Fig. 1: run 1, cell outlines without signal wires
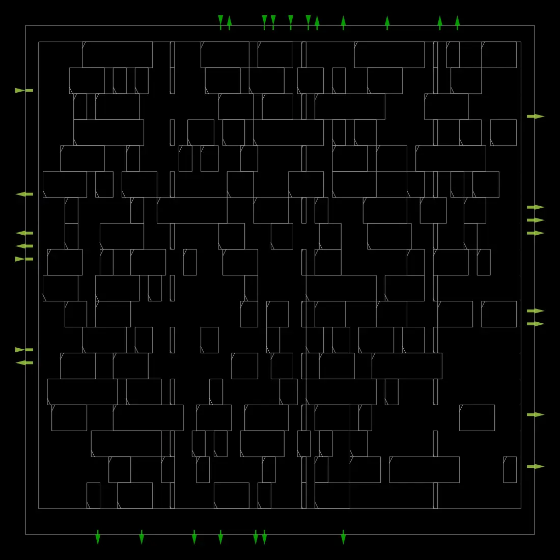
Fig. 2: run 1, pin placement
Drawn at 10 px/µm. Pins as bars across the die edge, other pins in gray.
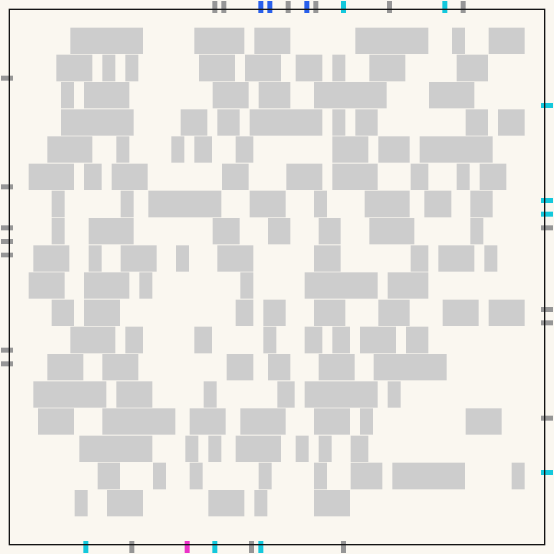
Fig. 3: run 1, wires at chosen ports, followed through buffers
Drawn at 4 px/µm.
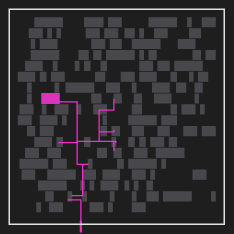
**src/rtl/ldpc_enc_sequencer.sv**
```systemverilog
// ldpc_enc_sequencer: control FSM for the QC-LDPC encoder datapath.
//   Accepts a frame request with a one-hot Z select, walks the info-column
//   groups (ROM address, accumulator clear/enable), runs the parity-resolve
//   steps, then holds out_valid until the downstream takes the codeword.
// Ports:
//   CLK, rst            clock, synchronous active-low reset
//   start_valid/ready   frame request handshake (ready only in IDLE)
//   req_z               one-hot lifting-size select, sampled at accept
//   in_valid/ready      info beat handshake (ready only in LOAD)
//   rom_addr            proto-matrix word address = z_idx*COLS + col_idx
//   acc_clr, acc_en     accumulator load / capture strobes
//   col_idx             current column group
//   par_en, par_step    parity-resolve step strobe and index
//   z_idx               latched binary Z index
//   out_valid/ready     codeword-complete handshake
//   err_zsel            one-cycle pulse after a non-one-hot request
module ldpc_enc_sequencer #(
    parameter int NUM_Z           = 3,
    parameter int NUM_INFO_BLKS   = 20,
    parameter int NUM_PARITY_BLKS = 4,
    parameter int P_LVL           = 1,
    parameter int ROM_ADDR_W      = 9,
    localparam int COLS = NUM_INFO_BLKS / P_LVL,
    localparam int CW   = (COLS > 1) ? $clog2(COLS) : 1,
    localparam int PW   = (NUM_PARITY_BLKS > 1) ? $clog2(NUM_PARITY_BLKS) : 1,
    localparam int ZW   = (NUM_Z > 1) ? $clog2(NUM_Z) : 1
) (
    input  logic                  CLK,
    input  logic                  rst,
    input  logic                  start_valid,
    output logic                  start_ready,
    input  logic [NUM_Z-1:0]      req_z,
    input  logic                  in_valid,
    output logic                  in_ready,
    output logic [ROM_ADDR_W-1:0] rom_addr,
    output logic                  acc_clr,
    output logic                  acc_en,
    output logic [CW-1:0]         col_idx,
    output logic                  par_en,
    output logic [PW-1:0]         par_step,
    output logic [ZW-1:0]         z_idx,
    output logic                  out_valid,
    input  logic                  out_ready,
    output logic                  err_zsel
);

    if (NUM_INFO_BLKS % P_LVL != 0) begin : g_chk_div
        $fatal(1, "NUM_INFO_BLKS must be a multiple of P_LVL");
    end
    if (NUM_Z * COLS > 2 ** ROM_ADDR_W) begin : g_chk_rom
        $fatal(1, "ROM_ADDR_W too small for NUM_Z*COLS words");
    end

    typedef enum logic [1:0] {IDLE, LOAD, PARITY, DONE} state_t;

    state_t          state_q, state_d;
    logic [CW-1:0]   col_q, col_d;
    logic [PW-1:0]   step_q, step_d;
    logic [ZW-1:0]   z_q, z_d;
    logic            err_q, err_d;
    logic [ZW-1:0]   z_bin;
    logic            beat;

    always_comb begin
        z_bin = '0;
        for (int i = 0; i < NUM_Z; i++)
            if (req_z[i]) z_bin = ZW'(i);
    end

    always_ff @(posedge CLK) begin
        if (!rst) begin
            state_q <= IDLE;
            col_q   <= '0;
            step_q  <= '0;
            z_q     <= '0;
            err_q   <= 1'b0;
        end else begin
            state_q <= state_d;
            col_q   <= col_d;
            step_q  <= step_d;
            z_q     <= z_d;
            err_q   <= err_d;
        end
    end

    always_comb begin
        state_d     = state_q;
        col_d       = col_q;
        step_d      = step_q;
        z_d         = z_q;
        err_d       = 1'b0;
        start_ready = (state_q == IDLE);
        in_ready    = (state_q == LOAD);
        par_en      = (state_q == PARITY);
        out_valid   = (state_q == DONE);
        beat        = in_ready && in_valid;
        acc_en      = beat;
        acc_clr     = beat && (col_q == '0);
        case (state_q)
            IDLE: begin
                // A malformed request is still consumed so the source is not stuck.
                if (start_valid) begin
                    if ($onehot(req_z)) begin
                        state_d = LOAD;
                        col_d   = '0;
                        z_d     = z_bin;
                    end else begin
                        err_d = 1'b1;
                    end
                end
            end
            LOAD: begin
                if (beat) begin
                    if (col_q == CW'(COLS - 1)) begin
                        col_d   = '0;
                        step_d  = '0;
                        state_d = PARITY;
                    end else begin
                        col_d = col_q + 1'b1;
                    end
                end
            end
            PARITY: begin
                if (step_q == PW'(NUM_PARITY_BLKS - 1)) begin
                    step_d  = '0;
                    state_d = DONE;
                end else begin
                    step_d = step_q + 1'b1;
                end
            end
            DONE: begin
                if (out_ready) state_d = IDLE;
            end
            default: state_d = IDLE;
        endcase
    end

    assign rom_addr = (state_q == IDLE) ? '0
                    : ROM_ADDR_W'(z_q) * ROM_ADDR_W'(COLS) + ROM_ADDR_W'(col_q);
    assign col_idx  = col_q;
    assign par_step = step_q;
    assign z_idx    = z_q;
    assign err_zsel = err_q;

endmodule

```
**config.mk**
```make
export PLATFORM = sky130hd
export DESIGN_NAME = ldpc_enc_sequencer
export DESIGN_NICKNAME = d
export VERILOG_FILES = /design/src/rtl/ldpc_enc_sequencer.sv
export SDC_FILE = /design/constraint.sdc
export NUM_CORES = 1
export LEC_CHECK = 0
export CAP_MARGIN = 30
export CELL_PAD_IN_SITES_DETAIL_PLACEMENT = 1
export CELL_PAD_IN_SITES_GLOBAL_PLACEMENT = 1
export CORE_UTILIZATION = 34
export DETAILED_ROUTE_END_ITERATION = 10
export MAX_ROUTING_LAYER = met4
export PLACE_DENSITY_LB_ADDON = 0.1
export RECOVER_POWER = 100
export SYNTH_ARGS = -nofsm -noshare
export SYNTH_HDL_FRONTEND = slang
export SYNTH_SLANG_ARGS = --single-unit
```
**constraint.sdc**
```tcl
create_clock -name CLK -period 3.45 [get_ports CLK]
set_clock_uncertainty 0.15 [all_clocks]
set_input_delay 0.345 -clock CLK [delete_from_list [all_inputs] [get_ports CLK]]
set_output_delay 0.345 -clock CLK [all_outputs]
set_load 0.1 [all_outputs]
```
==> results.json, run 1 <==
{
  "grt_pass1_wl_um": 3480,
  "hold_buffers": 0,
  "root_buffer": "clkbuf_4",
  "cp_slowest_stage_delay_ns": 0.87,
  "power.density_nw_per_um2": 582,
  "crit_slowest_cell": "clkbuf_1",
  "dpl_worst_slack_ns": 1.00,
  "yosysCellCount": 101,
  "cp_top_family": "buffers and inverters",
  "core_util_floorplan_pct": 36.3,
  "cp.depth": 6,
  "tool_warnings": 32,
  "start_kind": "register",
  "fin_crit_ns": 2.87,
  "fin_ws_ns": 0.575,
  "core_area_um2": 2480,
  "drc": 0,
  "sw_frac_of_total_pct": 56.2,
  "tightest_slew_ns": 1.18,
  "power_uw": 687,
  "clockPowerShare_pct": 16.8,
  "area_growth_syn_to_layout_pct": 31.3,
  "lay_top_cells": "12 x dfxtp_1, 12 x dlygate4sd3_1, 11 x ha_1, 10 x clkbuf_1, 9 x nand2_1",
  "ff_type": "dfxtp_1",
  "die_area_um2": 2850,
  "viasPerCell": 5.11,
  "relSlewSlack_pct": 21.4,
  "fin_crit_sh_pct": 83.3,
  "synthDistinctLibCells": 34,
  "ys_chip_area_um2": 898,
  "placed_cells": 157,
  "cts_tree": "yes",
  "critPathBufInv": 2,
  "fill_cells": 311,
  "postRouteAntennaNets": 0,
  "worstPathArrival_ns": 2.38,
  "rsz0062_at_grt": "false",
  "syn_area_um2": 898,
  "r2r_start": "state_q[1]$_SDFFE_PN0P_",
  "numSynthFlops": 12,
  "wirelength_um": 2180,
  "hold_path.class": "reg -> reg",
  "holdPathStages": 2,
  "clock_latency_ns": 0.27,
  "status": "complete, no violations",
  "dr.first_iter.drc_count": 18,
  "internal_power_uw": 301,
  "dpl.hpwl_um": 1670,
  "ys_seq_share_pct": 26.7
}
Back to the opening pictures, Fig. 1:
num rows: 18
post-route insts no fill: 161

Back to the opening pictures, Fig. 2:
| port | color | pins | direction | edge |
|---|---|---|---|---|
| in_ready | magenta | 1 | output | bottom |
| rom_addr | cyan | 9 | output | 4 right, 3 bottom, 2 top |
| req_z | blue | 3 | input | top |
I/O Buffers: 30
Die Y: 53.4 µm
die width: 53.4 µm

Back to the opening pictures, Fig. 3:
| port | color | direction | end cells | buffers | wire |
|---|---|---|---|---|---|
| in_ready | magenta | output | 1 | 1 | 78.0 µm |
IO Pins: 33

-- run 1: power by group through the flow --
stage | logic, µW | registers, µW | clock network, µW
global route | 434 | 171 | 127
finish | 403 | 168 | 115
global placement | 432 | 171 | 0
floorplan | 300 | 228 | 0
CTS | 436 | 169 | 120
detailed placement | 435 | 172 | 0
-- run 1: worst reg2reg max path: stages, from the launching register on --
cell	delay (ns)
dfxtp_1	0.35
inv_1	0.12
ha_1	0.50
mux2i_1	0.15
a21oi_1	0.40
o21ai_0	0.16
a32o_1	0.28
-- run 1: synth_stat cells (2+ instances only) --
cell,n,area share (%)
a21oi_1,3,1.7
a32o_1,4,4.5
and2_1,2,1.4
and3_1,3,2.1
and3b_1,2,2.0
buf_4,3,2.5
clkbuf_1,2,0.84
dfxtp_1,12,27
fa_1,2,4.5
ha_1,11,15
inv_1,8,3.3
mux2i_1,5,5.6
nand2_1,9,3.8
nand3_1,2,1.1
nand3b_1,2,1.7
nor2_1,6,2.5
nor2b_1,4,2.8
nor3_1,2,1.1
o21ai_0,4,2.2
-- run 1: logic make-up after synthesis --
family | Yosys count | synth area share, %
buffers and inverters | 13 | 6.69
multiplexers | 5 | 5.57
adder cells (fa/ha/maj) | 13 | 19.8
other | 1 | 0.417
flip-flops | 12 | 26.7
AND/OR/NAND/NOR | 37 | 23.3
XOR/XNOR | 2 | 1.95
AND-OR/OR-AND | 18 | 15.6
-- run 1: worst paths after layout --
path	endpoint	slack, ns
max	acc_clr	0.58
min	state_q[0]$_SDFFE_PN0P_	0.37
max reg2reg	col_idx[4]$_SDFFE_PN0P_	1.23
min reg2reg	state_q[0]$_SDFFE_PN0P_	0.37
-- run 1: layer usage --
metal	up-vias	wire length [µm]	global-route usage, %
met5	-	0	-
met4	0	12	7.89
met3	2	84	3.45
met2	21	1070	27.7
met1	388	1000	21.6
li1	411	-	-
-- run 1: state kept, by name, indices dropped and copies added (netlist names) --
signal    cells
col_idx       5
err_zsel      1
par_step      2
state_q       2
z_idx         2
-- run 1: per-stage QoR --
step | area (µm²) | hold slack, ns
global placement | 1190 | 0.339
finish | 1180 | 0.367
CTS | 1230 | 0.363
global route | 1180 | 0.405
detailed placement | 1190 | 0.354
floorplan | 915 | 0.321
-- run 1: layout make-up --
type	instances	area (µm²)	share of cell area, %
clock buffer	4	36.3	3.08
inverter	8	30.0	2.55
multi-input combinational	77	603	51.1
sequential	12	240	20.4
tap	30	37.5	3.18
timing repair buffer	30	233	19.7
Fig. 4: run 1, sizing map
Drawn at 10 px/µm.
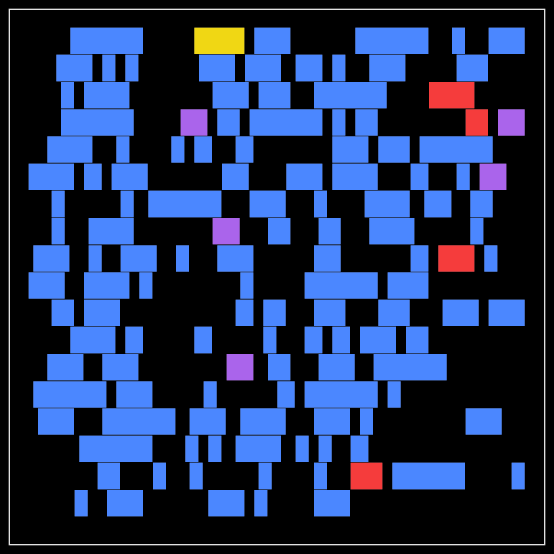

==> run 2: changes to the inputs <==
- CORE_UTILIZATION: 34 -> 32
- clock period: 3.45 -> 2.9 ns (I/O delays scaled with it)
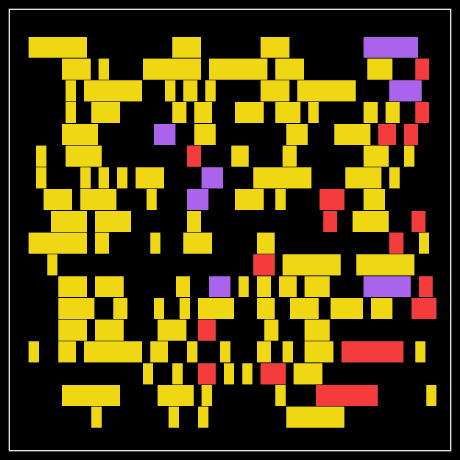
Fig. 5. Sizing map (run 2).
Drawn at 8 px/µm.
| size | color | cells | most used |
|---|---|---|---|
| _3 and _4 cells | purple | 7 | clkbuf_4 |
| _2 cells | red | 17 | clkbuf_2 |
| _0 and _1 cells | yellow | 107 | clkbuf_1 |
non-clock buffer count: 31
Area Growth Syn to Fin: 27.0%
final setup margin: 0.395 ns

==> results.json, run 2 <==
{
  "drive_gt1_share_pct": 18.3,
  "portBuffers": 30,
  "crit_slowest_cell": "dfxtp_1",
  "lay_top_cells": "15 x clkbuf_1, 11 x ha_1, 10 x dfxtp_1, 9 x nand2_1",
  "core_area_um2": 2570,
  "wirelength_um": 2250,
  "ir_drop_mv": 0.412,
  "grt_overflow_total": 0,
  "die_w_um": 55.0,
  "power_uw": 808,
  "p_leak_uw": 0.000519,
  "fin_crit_sh_pct": 86.4,
  "synth_area_leader_cell": "dfxtp_1",
  "synth.most_common_cell": "dfxtp_1",
  "antenna_found_initial": 0,
  "worstPathArrival_ns": 2.07,
  "dr.first_iter.drc_count": 10,
  "fin_cells": 161,
  "cts_buffer_depth": 2,
  "grt_pass1_vias": 722,
  "hold_buffers": 0,
  "die_h_um": 55.0,
  "clk_pin_slew_ns": 0.08,
  "die_area_um2": 3020,
  "ys_seq_share_pct": 26.7,
  "cts_tree": "yes",
  "cts-resized-gates": 0,
  "synthArstFlopShare_pct": 0,
  "common_cells": "12 x dfxtp_1, 11 x ha_1, 9 x nand2_1, 8 x inv_1, 6 x nor2_1",
  "start_kind": "register",
  "power.density_nw_per_um2": 708,
  "ys_chip_area_um2": 898,
  "hold_viol": 0,
  "setup_violations": 0,
  "status": "complete, no violations",
  "drc": 0,
  "grt_max_degree": 21,
  "numSynthFlops": 12,
  "cp_slowest_stage_delay_ns": 0.50,
  "lay_top_count": "clkbuf_1",
  "cts_setup_buffers": 0,
  "netlist.area_leader.share_pct": 26.7,
  "cts_buffers": 3,
  "rsz0062_at_grt": "false",
  "postRouteAntennaNets": 0,
  "critPathRequiredTime_ns": 2.46,
  "synthDistinctLibCells": 34,
  "viasPerCell": 5.29,
  "critPathBufInv": 1,
  "grt_pass1_wl_um": 3320,
  "fin_crit_ns": 2.51,
  "gp_congestion": 0.773,
  "largest_register_ffs": 5,
  "ioPinCount": 33,
  "grt_use_total_pct": 16.3,
  "num_vias": 852,
  "yosysCellCount": 101,
  "ys_warn_count": 0,
  "tool_warnings": 32,
  "dpl.hpwl_um": 1780,
  "area_leaders": "dfxtp_1 27%, ha_1 15%, mux2i_1 5.6%, a32o_1 4.5%, fa_1 4.5%",
  "clock_latency_ns": 0.27,
  "diodes": 0,
  "holdWs_ns": 0.361,
  "rows": 18,
  "h-tree-depth": 1,
  "maxSlewViolCount": 0,
  "crit_fanout": 6,
  "placed_cells": 158,
  "tightest_slew_ns": 1.17,
  "reg2reg_slack_ns": 0.84,
  "core_util_floorplan_pct": 35.0,
  "syn_area_um2": 898,
  "hold_path.class": "reg -> reg",
  "ff_type": "dfxtp_1",
  "relSlewSlack_pct": 22.4,
  "cp_top_family": "flip-flops",
  "edf_count": 0,
  "syn_avg_cell_area_um2": 8.89,
  "root_buffer": "clkbuf_4"
}
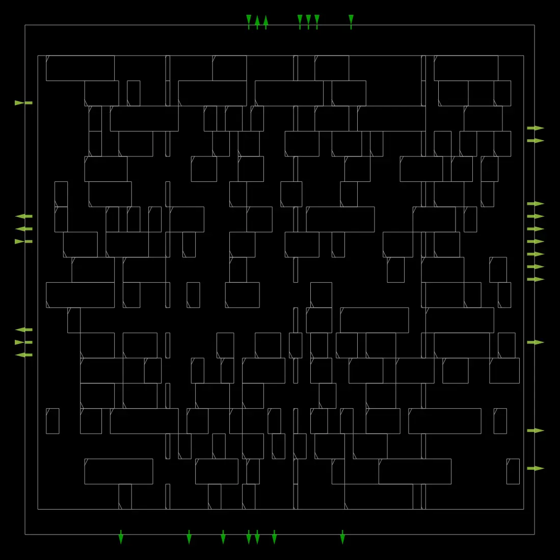
Fig. 6. Cell outlines without signal wires (run 2).
sequential share of cell area: 21.3%
filler cell count: 329
flop count: 12
final core utilization: 44.4%
tap cell count: 30

run 2: layout make-up:
cell class              count  area (µm²)
multi-input cells          77         634
repair buffers             31         174
well taps                  30        37.5
flip-flops and latches     12         243
clock buffers               3        22.5
inverters                   8        30.0
fillers                   329        1430
run 2: worst min-delay path: stages, from the launching register on:
cell	delay (ns)
dfxtp_1	0.35
nand2_1	0.06
mux2i_1	0.06
run 2: worst paths after layout:
check | from | to | depth (start not counted)
max | z_idx[1]$_SDFFE_PN0P_ | rom_addr[5] | 6
min | state_q[1]$_SDFFE_PN0P_ | state_q[1]$_SDFFE_PN0P_ | 2
max reg2reg | state_q[1]$_SDFFE_PN0P_ | col_idx[3]$_SDFFE_PN0P_ | 6
min reg2reg | state_q[1]$_SDFFE_PN0P_ | state_q[1]$_SDFFE_PN0P_ | 2
run 2: through the flow:
| stage | setup slack [ns] | instance area (µm²) | setup TNS [ns] |
|---|---|---|---|
| finish | 0.395 | 1140 | 0 |
| global route | 0.307 | 1140 | 0 |
| CTS | 0.501 | 1230 | 0 |
| detailed placement | 0.530 | 1210 | 0 |
| global placement | 0.538 | 1210 | 0 |
| floorplan | -0.477 | 948 | -0.477 |
run 2: routing by layer:
layer  vias up  global-route usage, %  routed length [µm]
li1        414                      -                   -
met1       412                   18.8                 967
met2        24                   27.3                1160
met3         2                   3.55                 107
met4         0                   6.25                  13
met5         -                      -                   0
run 2: kinds of logic (layout without fill, tap and decap cells):
family	count (synthesis)	after routing	synth area share (%)
AND-OR/OR-AND	18	18	15.6
XOR/XNOR	2	2	1.95
adder cells (fa/ha/maj)	13	13	19.8
buffers and inverters	13	42	6.69
flip-flops	12	12	26.7
multiplexers	5	5	5.57
other	1	2	0.417
AND/OR/NAND/NOR	37	37	23.3
run 2: power breakdown:
| part | switching (µW) | internal [µW] | total, µW |
|---|---|---|---|
| combinational | 397 | 104 | 501 |
| sequential | 18.4 | 182 | 201 |
| clock | 58.2 | 48.0 | 106 |
Fig. 7: run 2, logic cells by family
Drawn at 8 px/µm.
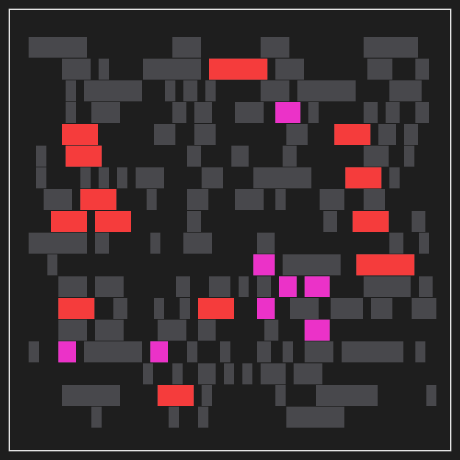

==> run 3: changes to the inputs <==
- CELL_PAD_IN_SITES_DETAIL_PLACEMENT: 1 -> 0
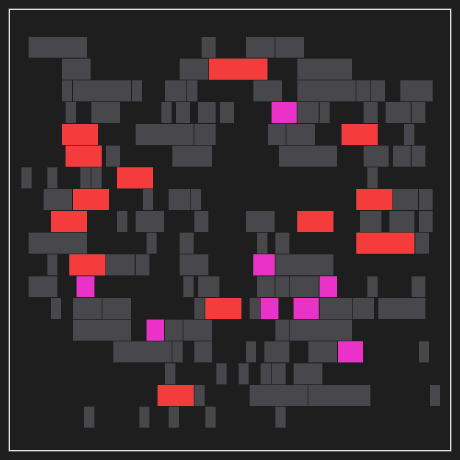
Fig. 8. Logic cells by family (run 3).
Drawn at 8 px/µm.
| family | color | cells | most used |
|---|---|---|---|
| AND and OR gates | magenta | 8 | and3_1 |
| adder and majority cells | red | 13 | ha_1 |
combinational share of cell area: 55.1%
most instantiated logic cell after routing: clkbuf_1

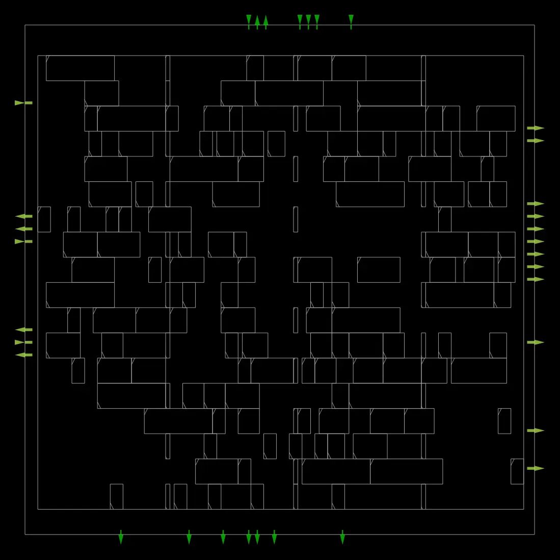
Fig. 9. Cell outlines without signal wires (run 3).
Core Area: 2570 µm²
post-route insts no fill: 162
final core utilization: 44.8%
sequential share of cell area: 21.1%
filler cell count: 275

==> results.json, run 3 <==
{
  "status": "complete, no violations",
  "fin_crit_ns": 2.52,
  "crit_slowest_cell": "clkbuf_2",
  "grt_pass1_vias": 724,
  "clockPowerShare_pct": 16.6,
  "clk_pin_slew_ns": 0.08,
  "syn_avg_cell_area_um2": 8.89,
  "die_w_um": 55.0,
  "cts_setup_buffers": 0,
  "cts-resized-gates": 0,
  "grt_max_degree": 21,
  "grt_overflow_total": 0,
  "ys_chip_area_um2": 898,
  "viasPerCell": 5.02,
  "portBuffers": 30,
  "core_util_floorplan_pct": 35.0,
  "h-tree-depth": 1,
  "numSynthFlops": 12,
  "start_kind": "register",
  "fin_setup_tns_ns": 0,
  "num_vias": 813,
  "maxSlewViolCount": 0,
  "edf_count": 0,
  "die_area_um2": 3020,
  "tightest_slew_ns": 1.17,
  "ff_type": "dfxtp_1",
  "hold_viol": 0,
  "diodes": 0,
  "sw_frac_of_total_pct": 56.9,
  "cts_tree": "yes",
  "dr.first_iter.drc_count": 15,
  "power_uw": 826,
  "internal_power_uw": 356,
  "dpl.hpwl_um": 1560,
  "clock_latency_ns": 0.28,
  "wirelength_um": 2050,
  "hold_buffers": 0,
  "cp_top_family": "buffers and inverters",
  "netlist.area_leader.share_pct": 26.7,
  "p_leak_uw": 0.000523,
  "power.density_nw_per_um2": 718,
  "ioPinCount": 33,
  "drc": 0,
  "gp_congestion": 0.773,
  "hold_path.class": "reg -> reg",
  "area_leaders": "dfxtp_1 27%, ha_1 15%, mux2i_1 5.6%, a32o_1 4.5%, fa_1 4.5%",
  "cts_buffers": 3,
  "pwr-share-seq_pct": 24.2,
  "worstPathArrival_ns": 2.08
}
## run 3: routing by layer
layer | global-route usage, % | wire length, µm | vias to the layer above
met2 | 25.3 | 970 | 19
li1 | - | - | 415
met3 | 2.46 | 95 | 2
met5 | - | 0 | -
met4 | 7.50 | 12 | 0
met1 | 19.2 | 967 | 377
## run 3: worst paths after layout
path | startpoint | endpoint | slack, ns | cells past startpoint
max | state_q[0]$_SDFFE_PN0P_ | start_ready | 0.38 | 4
min | state_q[1]$_SDFFE_PN0P_ | state_q[1]$_SDFFE_PN0P_ | 0.36 | 2
max reg2reg | state_q[0]$_SDFFE_PN0P_ | z_idx[0]$_SDFFE_PN0P_ | 0.63 | 6
min reg2reg | state_q[1]$_SDFFE_PN0P_ | state_q[1]$_SDFFE_PN0P_ | 0.36 | 2
## run 3: cell type report
type / count / area [µm²] / area share (%)
Timing Repair Buffer: 31 / 170 / 14.8
Multi-Input combinational cell: 77 / 634 / 55.1
Clock buffer: 4 / 36.3 / 3.15
Tap cell: 30 / 37.5 / 3.26
Inverter: 8 / 30.0 / 2.61
Sequential cell: 12 / 243 / 21.1
## run 3: cells by family (layout without fill, tap and decap cells)
group	after synthesis	in the layout	share of synthesized area, %
adders and majority gates	13	13	19.8
DFF	12	12	26.7
other	1	2	0.417
and+or+nand+nor	37	37	23.3
xor gates and xnor gates	2	2	1.95
buffers and inverters	13	43	6.69
AOI/OAI and AO/OA	18	18	15.6
muxes	5	5	5.57
## run 3: per-stage QoR
step	hold slack (ns)	cells	area (µm²)
global route	0.394	162	1150
CTS	0.350	162	1240
detailed placement	0.340	158	1210
finish	0.361	162	1150
global placement	0.341	158	1210
floorplan	0.280	102	948
## run 3: tightest hold or removal path: cells and delay by family (launching register included)
kind,cells,cell delay [ns]
flip-flops,1,0.35
AND/OR/NAND/NOR,1,0.06
multiplexers,1,0.06
## run 3: power groups by stage
| stage | Combinational (µW) | Sequential, µW | Clock [µW] |
|---|---|---|---|
| CTS | 537 | 201 | 144 |
| floorplan | 372 | 272 | 0 |
| global placement | 534 | 203 | 0 |
| finish | 489 | 200 | 137 |
| detailed placement | 536 | 204 | 0 |
| global route | 522 | 204 | 153 |
Power and IR drop assume default switching activity.
